**config.mk**
```make
export PLATFORM = sky130hd
export DESIGN_NAME = shift_seq_ctrl
export DESIGN_NICKNAME = d
export VERILOG_FILES = /design/src/rtl/shift_seq_pkg.sv /design/src/rtl/shift_seq_ctrl_univ_shift_reg.sv /design/src/rtl/shift_seq_ctrl.sv
export SDC_FILE = /design/constraint.sdc
export NUM_CORES = 1
export LEC_CHECK = 0
export ABC_CLOCK_PERIOD_IN_PS = 1800
export CAP_MARGIN = 20
export CORE_MARGIN = 4
export CORE_UTILIZATION = 45
export CTS_CLUSTER_DIAMETER = 80
export CTS_CLUSTER_SIZE = 24
export DETAILED_ROUTE_END_ITERATION = 6
export GPL_TIMING_DRIVEN = 0
export MAX_ROUTING_LAYER = met4
export PLACE_DENSITY_LB_ADDON = 0.3
export SYNTH_ARGS = -nofsm -noshare
export SYNTH_HDL_FRONTEND = slang
export SYNTH_SLANG_ARGS = --single-unit
```
**constraint.sdc**
```tcl
create_clock -name clk -period 1.8 [get_ports clk]
set_input_delay 0.36 -clock clk [delete_from_list [all_inputs] [get_ports clk]]
set_output_delay 0.36 -clock clk [all_outputs]
set_load 0.05 [all_outputs]
```
**src/rtl/shift_seq_pkg.sv**
```systemverilog
// -----------------------------------------------------------------------------
// shift_seq_pkg
// Shared encodings for the shift sequencer and its universal shift register:
//   - command opcodes (direction and bit order of a serial transfer)
//   - shift register mode selects
//   - sequencer FSM state type
// -----------------------------------------------------------------------------
package shift_seq_pkg;

   // Command opcodes: bit 1 selects receive, bit 0 selects MSB-first order
   localparam logic [1:0] OP_TX_LSB = 2'b00;
   localparam logic [1:0] OP_TX_MSB = 2'b01;
   localparam logic [1:0] OP_RX_LSB = 2'b10;
   localparam logic [1:0] OP_RX_MSB = 2'b11;

   // Shift register mode selects
   localparam logic [1:0] S_HOLD = 2'b00;
   localparam logic [1:0] S_SHR  = 2'b01;   // toward bit 0, msb_in fills the top
   localparam logic [1:0] S_SHL  = 2'b10;   // toward the MSB, lsb_in fills bit 0
   localparam logic [1:0] S_LOAD = 2'b11;

   typedef enum logic [1:0] {
      ST_IDLE  = 2'b00,
      ST_SHIFT = 2'b01,
      ST_RESP  = 2'b10
   } state_t;

   function automatic logic op_is_tx(input logic [1:0] op);
      return ~op[1];
   endfunction

   // MSB-first transfers shift left: TX presents Q[MSB], RX fills from bit 0
   function automatic logic op_is_msb_first(input logic [1:0] op);
      return op[0];
   endfunction

endpackage

```
**src/rtl/shift_seq_ctrl_univ_shift_reg.sv**
```systemverilog
// -----------------------------------------------------------------------------
// univ_shift_reg
// N-bit universal shift register: hold, shift right, shift left, parallel load.
// Ports:
//   clk      in  clock, rising edge
//   reset_n  in  asynchronous active-low reset, clears the register
//   s        in  mode select (S_HOLD / S_SHR / S_SHL / S_LOAD)
//   msb_in   in  serial fill for the top bit on a right shift
//   lsb_in   in  serial fill for bit 0 on a left shift
//   i        in  parallel load word
//   q        out register contents
// -----------------------------------------------------------------------------
module univ_shift_reg
   import shift_seq_pkg::*;
#(
   parameter int N = 8
)(
   input  logic         clk,
   input  logic         reset_n,
   input  logic [1:0]   s,
   input  logic         msb_in,
   input  logic         lsb_in,
   input  logic [N-1:0] i,
   output logic [N-1:0] q
);

   logic [N-1:0] q_d;
   logic [N-1:0] q_q;

   always_comb begin
      q_d = q_q;
      case (s)
         S_SHR:   q_d = {msb_in, q_q[N-1:1]};
         S_SHL:   q_d = {q_q[N-2:0], lsb_in};
         S_LOAD:  q_d = i;
         default: q_d = q_q;
      endcase
   end

   always_ff @(posedge clk or negedge reset_n) begin
      if (!reset_n) begin
         q_q <= '0;
      end else begin
         q_q <= q_d;
      end
   end

   assign q = q_q;

endmodule

```
**src/rtl/shift_seq_ctrl.sv**
```systemverilog
// -----------------------------------------------------------------------------
// shift_seq_ctrl
// Command-driven sequencer around one univ_shift_reg. A TX command serialises
// cmd_data onto ser_out; an RX command deserialises ser_in into rsp_data.
// Bit order is LSB- or MSB-first; every bit is paced by bit_tick. Each
// accepted command yields exactly one response unless it is aborted or reset.
// Ports:
//   clk, reset_n            clock; asynchronous active-low reset
//   cmd_valid/ready         host command handshake (ready only in IDLE)
//   cmd_op                  OP_TX_LSB / OP_TX_MSB / OP_RX_LSB / OP_RX_MSB
//   cmd_data                word to transmit (ignored for RX)
//   abort                   cancel the transfer in progress, no response
//   bit_tick                one-cycle bit strobe
//   ser_in                  serial receive data, sampled on a tick edge
//   ser_out, ser_oe         serial transmit data and its output enable
//   rsp_valid/ready         response handshake
//   rsp_data                received word (zero for TX)
//   busy                    high whenever not IDLE
// -----------------------------------------------------------------------------
module shift_seq_ctrl
   import shift_seq_pkg::*;
#(
   parameter int WIDTH = 8
)(
   input  logic             clk,
   input  logic             reset_n,
   input  logic             cmd_valid,
   output logic             cmd_ready,
   input  logic [1:0]       cmd_op,
   input  logic [WIDTH-1:0] cmd_data,
   input  logic             abort,
   input  logic             bit_tick,
   input  logic             ser_in,
   output logic             ser_out,
   output logic             ser_oe,
   output logic             rsp_valid,
   input  logic             rsp_ready,
   output logic [WIDTH-1:0] rsp_data,
   output logic             busy
);

   localparam int CNT_W = $clog2(WIDTH);
   localparam logic [CNT_W-1:0] LAST_BIT = CNT_W'(WIDTH - 1);

   state_t           state_q, state_d;
   logic [CNT_W-1:0] cnt_q, cnt_d;
   logic [1:0]       op_q, op_d;

   logic [1:0]       sr_mode;
   logic             sr_msb_in;
   logic             sr_lsb_in;
   logic [WIDTH-1:0] sr_q;

   univ_shift_reg #(.N(WIDTH)) u_shift_reg (
      .clk     (clk),
      .reset_n (reset_n),
      .s       (sr_mode),
      .msb_in  (sr_msb_in),
      .lsb_in  (sr_lsb_in),
      .i       (cmd_data),
      .q       (sr_q)
   );

   always_comb begin
      state_d   = state_q;
      cnt_d     = cnt_q;
      op_d      = op_q;
      sr_mode   = S_HOLD;
      sr_msb_in = 1'b0;
      sr_lsb_in = 1'b0;

      case (state_q)
         ST_IDLE: begin
            if (cmd_valid) begin
               op_d    = cmd_op;
               cnt_d   = '0;
               state_d = ST_SHIFT;
               // TX words enter the register on the accept edge so bit 0 is
               // already on ser_out in the first SHIFT cycle.
               if (op_is_tx(cmd_op)) begin
                  sr_mode = S_LOAD;
               end
            end
         end

         ST_SHIFT: begin
            // abort wins over a coincident tick: nothing shifts, no response
            if (abort) begin
               state_d = ST_IDLE;
            end else if (bit_tick) begin
               sr_mode = op_is_msb_first(op_q) ? S_SHL : S_SHR;
               // TX back-fills zeros; RX fills with the sampled line
               if (!op_is_tx(op_q)) begin
                  sr_msb_in = ser_in;
                  sr_lsb_in = ser_in;
               end
               if (cnt_q == LAST_BIT) begin
                  state_d = ST_RESP;
               end else begin
                  cnt_d = cnt_q + 1'b1;
               end
            end
         end

         ST_RESP: begin
            if (rsp_ready) begin
               state_d = ST_IDLE;
            end
         end

         default: begin
            state_d = ST_IDLE;
         end
      endcase
   end

   always_ff @(posedge clk or negedge reset_n) begin
      if (!reset_n) begin
         state_q <= ST_IDLE;
         cnt_q   <= '0;
         op_q    <= OP_TX_LSB;
      end else begin
         state_q <= state_d;
         cnt_q   <= cnt_d;
         op_q    <= op_d;
      end
   end

   assign cmd_ready = (state_q == ST_IDLE);
   assign busy      = (state_q != ST_IDLE);
   assign rsp_valid = (state_q == ST_RESP);
   assign ser_oe    = (state_q == ST_SHIFT) && op_is_tx(op_q);
   assign ser_out   = ser_oe &&
                      (op_is_msb_first(op_q) ? sr_q[WIDTH-1] : sr_q[0]);
   assign rsp_data  = (rsp_valid && !op_is_tx(op_q)) ? sr_q : '0;

endmodule

```
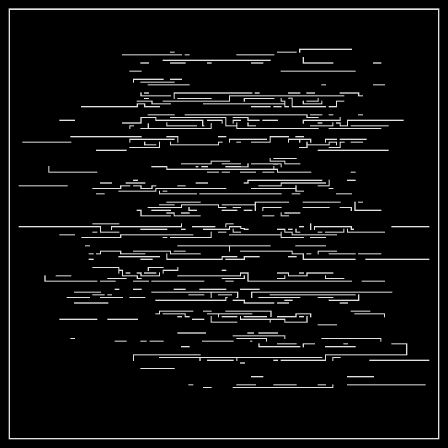
*Metal 1, run 1*
nets with wire on the layer = 144
wire length on this layer = 1150 um
main direction = horizontal
share of all routed wire = 43%
longest straight run = 20.2 um

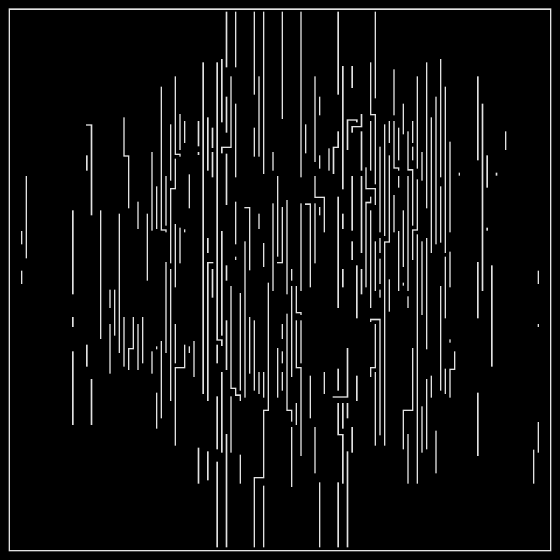
*Signal wires on met2, run 1*
longest straight run = 32.6 um
main direction = vertical

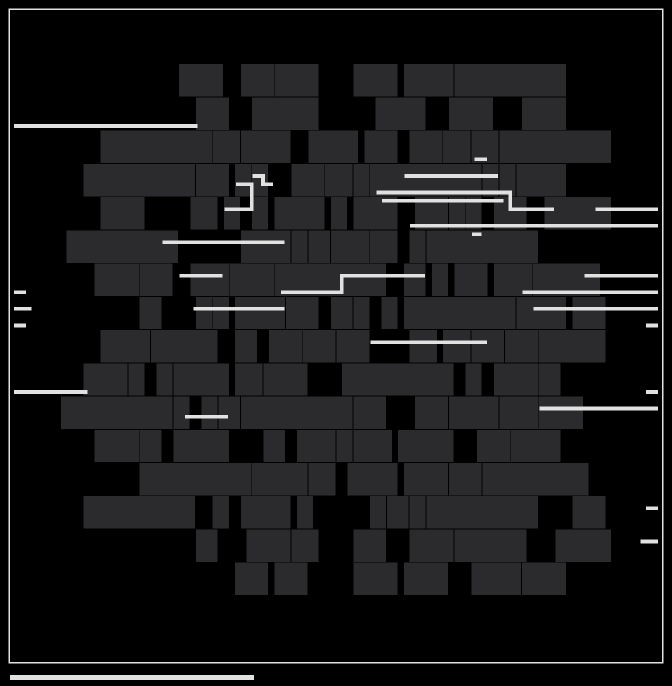
*Met3 routing, run 1*
Scale bar: 20 um.
wire length on this layer = 173 um
longest straight run = 20.0 um
main direction = horizontal
nets with wire on the layer = 25

==> reports/qor.csv, run 1 <==
stage;metric;value;unit
logic_synthesis;yosys stat chip area;925.9;um2
setup_path;CP cell instances;buf_6 > and2b_2 > and3_2 > buf_6;
power_and_ir_drop;Leak;0.6585;nW
grt;initial antenna violation count;0;
worst_hold_path;Hold Path Stages;3;
placed_design;dpl cells;156;
setup_path;R2R cell count;7;
final_timing;min cycle time layout;1.822;ns
worst_hold_path;hold_sp;cmd_valid;
final_layout;fraction of area in registers;0.2641;
final_timing;relative slew slack;0.5179;
logic_synthesis;count leader, synth;dfrtp_1;
routing;Via Count;949;
grt;number of global-route vias before repair;933;
power_and_ir_drop;Pwr top;sequential cells;
final_timing;final-report setup violation count;3;
power_and_ir_drop;clock network fraction of total power;0.188;
power_and_ir_drop;Clock Power;203;uW
final_timing;setup TNS;-0.05598;ns
logic_synthesis;Largest type area fraction;0.4054;
final_timing;RSZ-0062 raised after global routing;yes;
setup_path;Critical Path RT;1.44;ns
power_and_ir_drop;comb pwr;357;uW
logic_synthesis;list of most frequent post-synthesis cells;dfrtp_1 (15), nand2_1 (13), nor2_1 (11), and3_1 (8);
final_layout;Logic Gate Count;75;
placed_design;Port Buf Inserts;29;
final_layout;Flops;15;
outcome;violated checks;negative setup slack;
final_timing;Hold Fails Final Rpt;0;
logic_synthesis;FF+latch count, synth;15;
final_layout;ClkCell Share;0.01937;
routing;wirelength, routed;2672;um
final_timing;Final Skew;0.01891;ns
final_timing;setup ws final;-0.02233;ns
setup_path;Reg2Reg Launch Point;state_q[0];
final_layout;Register Area;375.4;um2
setup_path;critical path capture point type;output pin;
final_layout;Non-clk invs;5;
final_layout;share of layout cells above drive strength 1;0.3592;
floorplan;tap cells;27;
placed_design;worst slack, placed;-0.4661;ns
final_layout;Top cells excl fill/tap;dfrtp_1 (15), clkdlybuf4s50_1 (15), nand2_1 (13), buf_4 (10), nor2_1 (9);
floorplan;IO Count;30;
final_layout;logic area;546.8;um2
routing;Via density;5.615;
setup_path;crit-path most repeated cell;buf_6;
logic_synthesis;asr flop ratio synth;1.000;
routing;initial DRC count;43;
routing;DRT Pass-1 Iters;4;
floorplan;Die H;53.36;um
logic_synthesis;Netlist cell types;30;
clock_network;Clock Pin Slew Worst Setup and Hold Paths;0.11;ns
power_and_ir_drop;logic gate share of total power;0.331;
setup_path;Critical Path Source;state_q[1];
worst_hold_path;Hold EP;state_q[0];
floorplan;Placement Rows;16;
logic_synthesis;EDFF count, synth;0;
setup_path;CP max stage cell;dfrtp_1;
floorplan;die width;53.36;um
job;OpenROAD warnings;29;
power_and_ir_drop;Seq pwr share;0.482;
placed_design;DP HPWL;1818;um
setup_path;FF-to-FF End;u_shift_reg.q[3];
clock_network;H-tree Lvls;1;
grt;global-route wire length before repair;4084;um
logic_synthesis;main flop type after synthesis;dfrtp_1;
grt;largest net degree at the start of global routing;16;
final_layout;fraction of area in multi-input gates;0.3847;
grt;GRT Total Usage;0.2028;
final_layout;Filler Cells Inserted;152;
setup_path;worst reg2reg setup slack;0.08;ns
power_and_ir_drop;Int Power;670.8;uW
final_layout;antenna fix cells;0;
logic_synthesis;Largest cells by area;dfrtp_1 (41%), a22oi_1 (5.7%), and3_1 (5.4%);
clock_network;Worst-Skew Late Latency;0.30;ns
floorplan;die area;2847;um2
logic_synthesis;Post-synth seq share;0.4054;
grt;grt total ovfl;0;
power_and_ir_drop;overall power;1.080;mW
final_layout;dominant class by area;combinational gates;
clock_network;CTS Hold Bufs;0;
worst_hold_path;Hold WC Path Type;primary input to register;
setup_path;CP endpoint;rsp_data[0];
logic_synthesis;syn nets;119;
routing;Final ANT Viol Nets;0;
logic_synthesis;leading area contributor after synthesis;dfrtp_1;
final_timing;Slew @ Worst Pin;0.7209;ns
routing;wire per inst;15.81;um
placed_design;Final GP Congestion;0.8390;
final_layout;final instance area;1421;um2
final_layout;nets;162;
floorplan;Core Region;1962;um2
setup_path;Worst Path Max Fanout;8;
clock_network;clk buf depth;2;
power_and_ir_drop;Switching Power;409.6;uW
placed_design;dpl cell area;1275;um2
outcome;status;finished with violations;
floorplan;FP Util;0.4719;
final_layout;Non-Clock Buffer Count;43;
final_layout;clock buffers;3;
final_layout;max reg flops;8;
setup_path;WS Path Type;register to output pin;
final_layout;buffering overhead;0.2949;
clock_network;Post-CTS Repair Setup Buffers;4;
clock_network;post-CTS sizing;83;
clock_network;CTS Sinks;15;
-- run 1: metal layers --
| layer | up-vias | share of wire | GRT usage |
|---|---|---|---|
| li1 | 445 | - | - |
| met1 | 460 | 0.43 | 0.2444 |
| met2 | 40 | 0.50 | 0.3388 |
| met3 | 4 | 0.065 | 0.05070 |
| met4 | 0 | 0.0079 | 0.04681 |
| met5 | - | 0 | - |
-- run 1: worst max-delay path: cells and delay by family (launching register included) --
family / cells / cell delay [ns]
simple gates: 2 / 0.47
flops: 1 / 0.40
buf+inv: 2 / 0.29
-- run 1: cells by family after synthesis --
family | count (synthesis) | share of synthesized area
and+or+nand+nor | 42 | 0.2581
adders and majority gates | 2 | 0.02702
AOI/OAI and AO/OA | 25 | 0.1878
DFF | 15 | 0.4054
buffers and inverters | 11 | 0.06622
muxes | 5 | 0.05541
### Sequential cells grouped by signal name, run 1

Scale bar: 20 um. Other sequential cells in the stronger gray, the rest of the logic in the fainter gray.
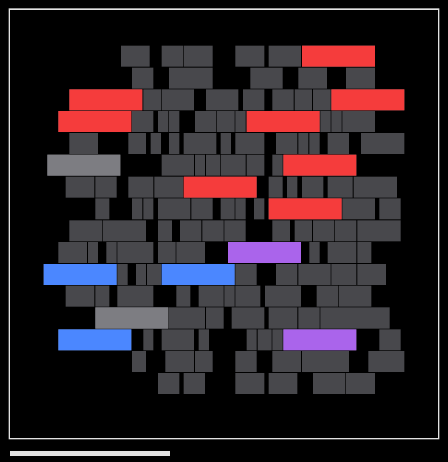

--- run 2 (diff from run 1) ---
ABC_CLOCK_PERIOD_IN_PS = 1500   (was 1800)
CORE_UTILIZATION = 40   (was 45)
clock period = 1.5 ns   (was 1.8 ns; I/O delays follow)
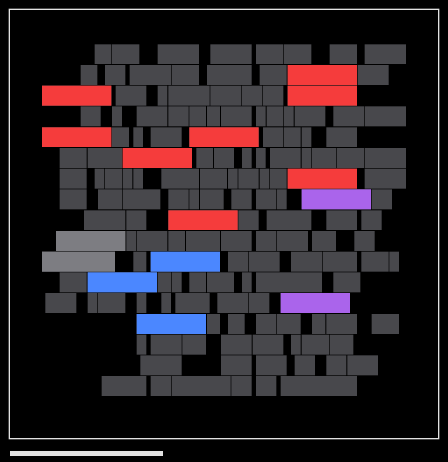
*Sequential cells grouped by signal name, run 2*
Scale bar: 20 um. Other sequential cells in the stronger gray, the rest of the logic in the fainter gray.
state_q -> purple  # placed flops 2
cnt_q -> blue  # placed flops 3
u_shift_reg.q -> red  # placed flops 8
not colored = 2

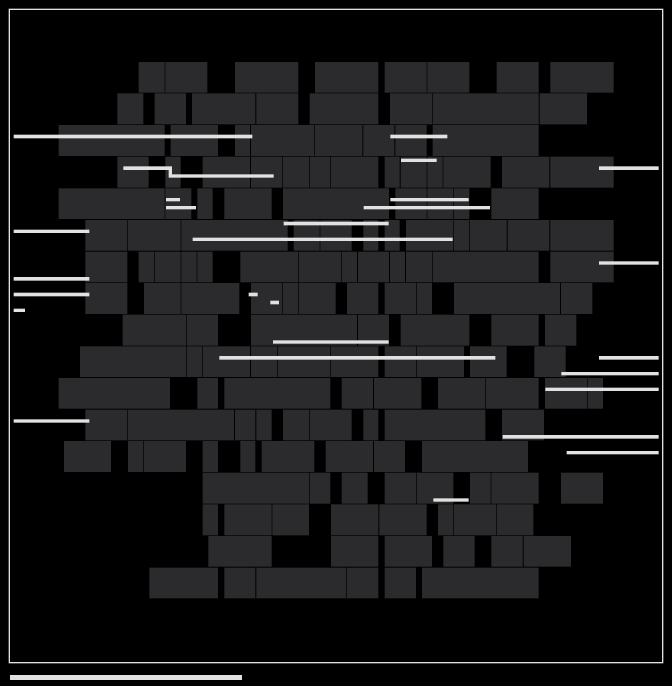
*Met3 routing, run 2*
Scale bar: 20 um.
share of all routed wire = 7.2%
longest straight run = 23.5 um
nets with wire on the layer = 24

==> run 2 against run 1 <==
Combinational power is 54% higher. Critical path type unchanged. Register-to-register slack worse by 0.23 ns. Critical path depth did not move. Total power is 32% higher. The run still ends with negative setup slack left. Die area increased by 11%.
==> reports/qor.csv, run 2 <==
stage;metric;value;unit;change
outcome;status;finished with violations;;unchanged
outcome;violated checks;negative setup slack;;unchanged
power_and_ir_drop;Clock Power;239;uW;was 203 uW
final_layout;share of layout cells above drive strength 1;0.4610;;was 0.3592
worst_hold_path;Hold WC Path Type;primary input to async pin;;was primary input to register
grt;largest net degree at the start of global routing;16;;unchanged
setup_path;CP bufs+invs;2;;unchanged
setup_path;CP Depth;4;;unchanged
logic_synthesis;Synth Area in Adders;0.02703;;unchanged
setup_path;CP cell instances;buf_6 > and2b_4 > and3_4 > buf_8;;was buf_6 > and2b_2 > and3_2 > buf_6
logic_synthesis;mux share;0.05541;;unchanged
final_timing;min cycle time layout;1.713;ns;
setup_path;Worst Path Max Fanout;7;;was 8
grt;global-route wire length before repair;4284;um;was 4084 um
final_layout;P&R area growth vs syn;79.87;%;was 53.51%
placed_design;DP HPWL;1689;um;was 1818 um
placed_design;dpl cells;157;;was 156
setup_path;WS Path Type;register to output pin;;unchanged
logic_synthesis;list of most frequent post-synthesis cells;dfrtp_1 (15), nand2_1 (13), nor2_1 (11), and3_1 (8);;unchanged
setup_path;Reg2Reg Launch Point;state_q[0];;unchanged
logic_synthesis;Netlist cell types;30;;unchanged
power_and_ir_drop;Pwr top;sequential cells;;unchanged
clock_network;Worst-Skew Late Latency;0.29;ns;was 0.30 ns
power_and_ir_drop;Seq group;639;uW;was 521 uW
final_timing;Hold Fails Final Rpt;0;;unchanged
setup_path;Critical Path Source;state_q[0];;was state_q[1]
clock_network;H-tree Lvls;1;;unchanged
grt;initial antenna violation count;0;;unchanged
floorplan;Placement Rows;17;;was 16
floorplan;Die H;56.11;um;was 53.36 um
routing;wirelength, routed;2870;um;was 2672 um
final_layout;logic area;625.6;um2;was 546.8 um2
setup_path;R2R cell count;7;;unchanged
final_layout;final instance area;1665;um2;was 1421 um2
clock_network;post-CTS sizing;116;;was 83
clock_network;Post-CTS Repair Setup Buffers;11;;was 4
power_and_ir_drop;overall power;1.427;mW;was 1.080 mW
job;OpenROAD warnings;29;;unchanged
floorplan;IO Count;30;;unchanged
logic_synthesis;Dominant combinational family;simple AND/OR/NAND/NOR gates;;unchanged
clock_network;clk buf depth;2;;unchanged
final_timing;setup ws final;-0.2125;ns;was -0.02233 ns
clock_network;Clock Pin Slew Worst Setup and Hold Paths;0.09;ns;was 0.11 ns
logic_synthesis;yosys stat chip area;925.9;um2;unchanged
logic_synthesis;asr flop ratio synth;1.000;;unchanged
clock_network;CTS Hold Bufs;0;;unchanged
logic_synthesis;FF+latch count, synth;15;;unchanged
final_timing;setup TNS;-3.092;ns;was -0.05598 ns
logic_synthesis;count leader, synth;dfrtp_1;;unchanged
final_layout;Top cells excl fill/tap;dfrtp_1 (14), clkdlybuf4s50_1 (14), buf_4 (14), buf_6 (13), nand2_1 (13);;was dfrtp_1 (15), clkdlybuf4s50_1 (15), nand2_1 (13), buf_4 (10), nor2_1 (9)
routing;Final ANT Viol Nets;0;;unchanged
setup_path;critical path capture point type;output pin;;unchanged
routing;Via density;5.516;;was 5.615
power_and_ir_drop;Leak;0.7281;nW;was 0.6585 nW
floorplan;die area;3148;um2;was 2847 um2
power_and_ir_drop;clock network fraction of total power;0.168;;was 0.188
logic_synthesis;main flop type after synthesis;dfrtp_1;;unchanged
routing;initial DRC count;35;;was 43
placed_design;dpl cell area;1329;um2;was 1275 um2
routing;DRT Pass-1 Iters;4;;unchanged
logic_synthesis;XOR/XNOR Fraction of Synth Area;0;;unchanged
logic_synthesis;Largest type area fraction;0.4054;;unchanged
logic_synthesis;Post-synth seq share;0.4054;;unchanged
setup_path;Max stage delay on crit path;0.38;ns;was 0.40 ns
power_and_ir_drop;Seq pwr share;0.448;;was 0.482
final_layout;Register Area;376.6;um2;was 375.4 um2
floorplan;Core Region;2212;um2;was 1962 um2
power_and_ir_drop;comb pwr;549;uW;was 357 uW
placed_design;worst slack, placed;-0.7286;ns;was -0.4661 ns
final_timing;Slew @ Worst Pin;0.6881;ns;was 0.7209 ns
final_timing;final-report setup violation count;21;;was 3
final_layout;nets;174;;was 162
logic_synthesis;syn nets;119;;unchanged
placed_design;Port Buf Inserts;29;;unchanged
setup_path;Critical Path RT;1.20;ns;was 1.44 ns
final_timing;relative slew slack;0.5398;;was 0.5179
floorplan;FP Util;0.4186;;was 0.4719
final_layout;antenna fix cells;0;;unchanged
grt;number of global-route vias before repair;936;;was 933
power_and_ir_drop;logic gate share of total power;0.385;;was 0.331
final_timing;RSZ-0062 raised after global routing;yes;;unchanged
routing;Via Count;1004;;was 949
logic_synthesis;aoi share;0.1878;;unchanged
clock_network;CTS tree;built;;unchanged
grt;grt total ovfl;0;;unchanged
logic_synthesis;EDFF count, synth;0;;unchanged
final_timing;Final Skew;0.005709;ns;was 0.01891 ns
final_layout;max reg flops;8;;unchanged
final_layout;Filler Cells Inserted;146;;was 152
setup_path;worst reg2reg setup slack;-0.15;ns;was 0.08 ns
logic_synthesis;Simple-Gate Area Share;0.2581;;unchanged
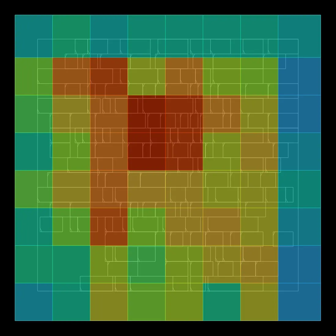
*Routing congestion map, run 2*
gr busiest metal: met2
wire per inst: 15.77 um
GRT Total Usage: 0.1768
met2 Use GR: 0.2755

run 2: cell count changes in the layout (fill, tap and decap cells not counted), sizes merged:
| cell | delta |
|---|---|
| buf | +13 |
| clkbuf | +1 |
| clkinv | -1 |
| dlygate4sd2 | +2 |
| clkdlybuf4s15 | -1 |
| clkdlybuf4s50 | -1 |
| dlymetal6s2s | -1 |
run 2: final cells by class:
cell class	count	area share
buffer	5	0.03306
inverter	5	0.01277
tap	28	0.02104
multi-input combinational	75	0.3757
clock buffer	4	0.01578
sequential	15	0.2261
timing repair buffer	50	0.3156
run 2: metal layers:
layer	global-route usage	wire length (um)	vias to the layer above
met5	-	0	-
li1	-	-	472
met2	0.2755	1377	37
met4	0.06441	24	0
met1	0.2171	1262	491
met3	0.05104	206	4
### Metal 1, run 2

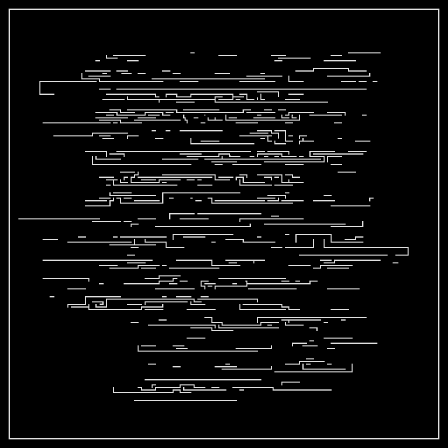

--- run 3 (diff from run 2) ---
CORE_UTILIZATION = 35   (was 40)
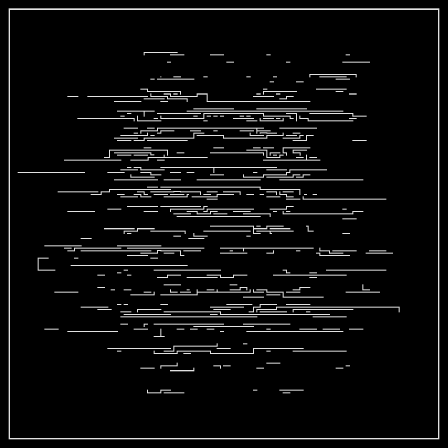
*Metal 1, run 3*
longest straight run = 21.6 um
wire length on this layer = 1190 um
nets with wire on the layer = 154

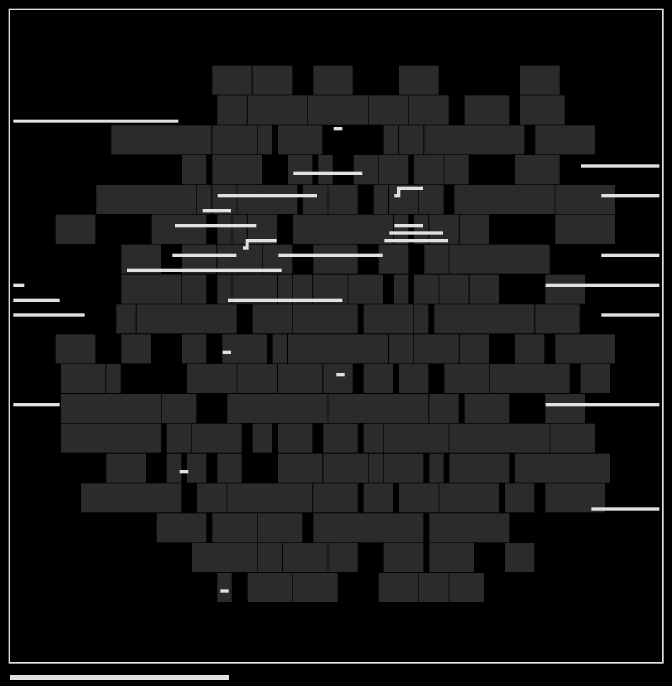
*Met3 routing, run 3*
Scale bar: 20 um.
longest straight run = 14.7 um
nets with wire on the layer = 24
wire length on this layer = 160 um

==> run 3 against run 2 <==
The flow still finishes with violations (negative setup slack). Utilization is 5.7 points lower. Sequential share of layout area is 1.0 points lower. Critical path type unchanged. Clock-buffer cell count shrank 1. Non-clock buffer count rose by 4.
==> reports/qor.csv, run 3 <==
stage;metric;value;unit;change
floorplan;Placement Rows;18;;was 17
final_layout;logic area;630.6;um2;was 625.6 um2
logic_synthesis;Post-synth seq share;0.4054;;unchanged
grt;largest net degree at the start of global routing;16;;unchanged
placed_design;worst slack, placed;-0.7439;ns;was -0.7286 ns
final_layout;buffering overhead;0.3724;;was 0.3486
logic_synthesis;Dominant combinational family;simple AND/OR/NAND/NOR gates;;unchanged
floorplan;Die H;59.44;um;was 56.11 um
final_timing;setup ws final;-0.2892;ns;was -0.2125 ns
clock_network;clk buf depth;2;;unchanged
clock_network;Post-CTS Repair Setup Buffers;15;;was 11
floorplan;tap cells;30;;was 28
clock_network;H-tree Lvls;1;;unchanged
clock_network;CTS Hold Bufs;0;;unchanged
setup_path;critical path capture point type;output pin;;unchanged
power_and_ir_drop;overall power;1.451;mW;was 1.427 mW
outcome;status;finished with violations;;unchanged
clock_network;CTS Sinks;15;;unchanged
floorplan;IO Count;30;;unchanged
grt;global-route wire length before repair;4526;um;was 4284 um
setup_path;CP Depth;5;;was 4
floorplan;die width;59.44;um;was 56.11 um
grt;number of global-route vias before repair;1008;;was 936
final_timing;Slew @ Worst Pin;0.6968;ns;was 0.6881 ns
setup_path;Crit path max-delay family;simple AND/OR/NAND/NOR gates;;unchanged
final_layout;fraction of area in registers;0.2157;;was 0.2261
final_layout;clock buffers;3;;was 4
logic_synthesis;aoi share;0.1878;;unchanged
outcome;violated checks;negative setup slack;;unchanged
routing;initial DRC count;35;;unchanged
final_layout;Logic Gate Count;74;;was 75
logic_synthesis;yosys stat chip area;925.9;um2;unchanged
logic_synthesis;syn nets;119;;unchanged
clock_network;CTS tree;built;;unchanged
setup_path;CP bufs+invs;3;;was 2
final_timing;Final Skew;0.01397;ns;was 0.005709 ns
clock_network;Clock Pin Slew Worst Setup and Hold Paths;0.10;ns;was 0.09 ns
final_timing;min cycle time layout;1.789;ns;was 1.713 ns
setup_path;Reg2Reg Launch Point;state_q[1];;was state_q[0]
final_layout;final instance area;1740;um2;was 1665 um2
routing;DRT Pass-1 Iters;4;;unchanged
logic_synthesis;Synth Area in Adders;0.02703;;unchanged
routing;Final ANT Viol Nets;0;;unchanged
logic_synthesis;FF+latch count, synth;15;;unchanged
final_layout;Non-clk invs;5;;unchanged
clock_network;post-CTS sizing;122;;was 116
setup_path;Worst Path Max Fanout;10;;was 7
final_layout;Filler Cells Inserted;182;;was 146
final_timing;final-report setup violation count;23;;was 21
logic_synthesis;mux share;0.05541;;unchanged
setup_path;WS Path Type;register to output pin;;unchanged
setup_path;Max stage delay on crit path;0.38;ns;about the same
setup_path;Critical Path RT;1.20;ns;about the same
setup_path;worst reg2reg setup slack;-0.17;ns;was -0.15 ns
logic_synthesis;asr flop ratio synth;1.000;;unchanged
logic_synthesis;Largest type area fraction;0.4054;;unchanged
clock_network;Worst-Skew Late Latency;0.29;ns;about the same
logic_synthesis;list of most frequent post-synthesis cells;dfrtp_1 (15), nand2_1 (13), nor2_1 (11), and3_1 (8);;unchanged
logic_synthesis;main flop type after synthesis;dfrtp_1;;unchanged
final_timing;relative slew slack;0.5340;;was 0.5398
logic_synthesis;Largest cells by area;dfrtp_1 (41%), a22oi_1 (5.7%), and3_1 (5.4%);;unchanged
grt;grt total ovfl;0;;unchanged
logic_synthesis;count leader, synth;dfrtp_1;;unchanged
placed_design;Final GP Congestion;0.7734;;was 0.7907
logic_synthesis;leading area contributor after synthesis;dfrtp_1;;unchanged
final_timing;RSZ-0062 raised after global routing;yes;;unchanged
setup_path;CP max stage cell;dfrtp_1;;unchanged
logic_synthesis;Simple-Gate Area Share;0.2581;;unchanged
worst_hold_path;Hold WC Path Type;primary input to async pin;;unchanged
routing;Via Count;1024;;was 1004
floorplan;die area;3533;um2;was 3148 um2
logic_synthesis;EDFF count, synth;0;;unchanged
setup_path;R2R cell count;8;;was 7
setup_path;crit-path most repeated cell;buf_8;;
placed_design;DP HPWL;1877;um;was 1689 um
setup_path;CP endpoint;rsp_data[0];;unchanged
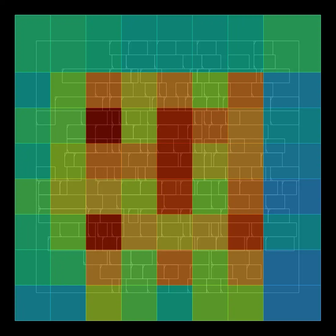
*Routing congestion map, run 3*
final core utilization: 0.6962
wire per inst: 16.17 um
met2 Use GR: 0.3011

-- run 3: cell count changes in the layout (fill, tap and decap cells not counted), sizes merged --
cell,delta
dlygate4sd2,-2
clkinv,+1
buf,+5
clkdlybuf4s50,+1
clkbuf,-2
and2b,-1
dlymetal6s2s,+1
-- run 3: per-layer routing --
metal / part of all wire / GRT usage / routed length [um]
met1: 0.39 / 0.2005 / 1187
met2: 0.53 / 0.3011 / 1603
met3: 0.053 / 0.03922 / 159
met4: 0.024 / 0.06149 / 73
met5: 0 / - / 0
-- run 3: report_power, final --
group / total (mW) / internal, mW / leakage (nW) / switching, mW
Clock: 0.231 / 0.0991 / 0.0177 / 0.132
Combinational: 0.578 / 0.292 / 0.578 / 0.286
Sequential: 0.641 / 0.508 / 0.176 / 0.133
Total: 1.45 / 0.900 / 0.772 / 0.551
Power and IR drop assume default switching activity.
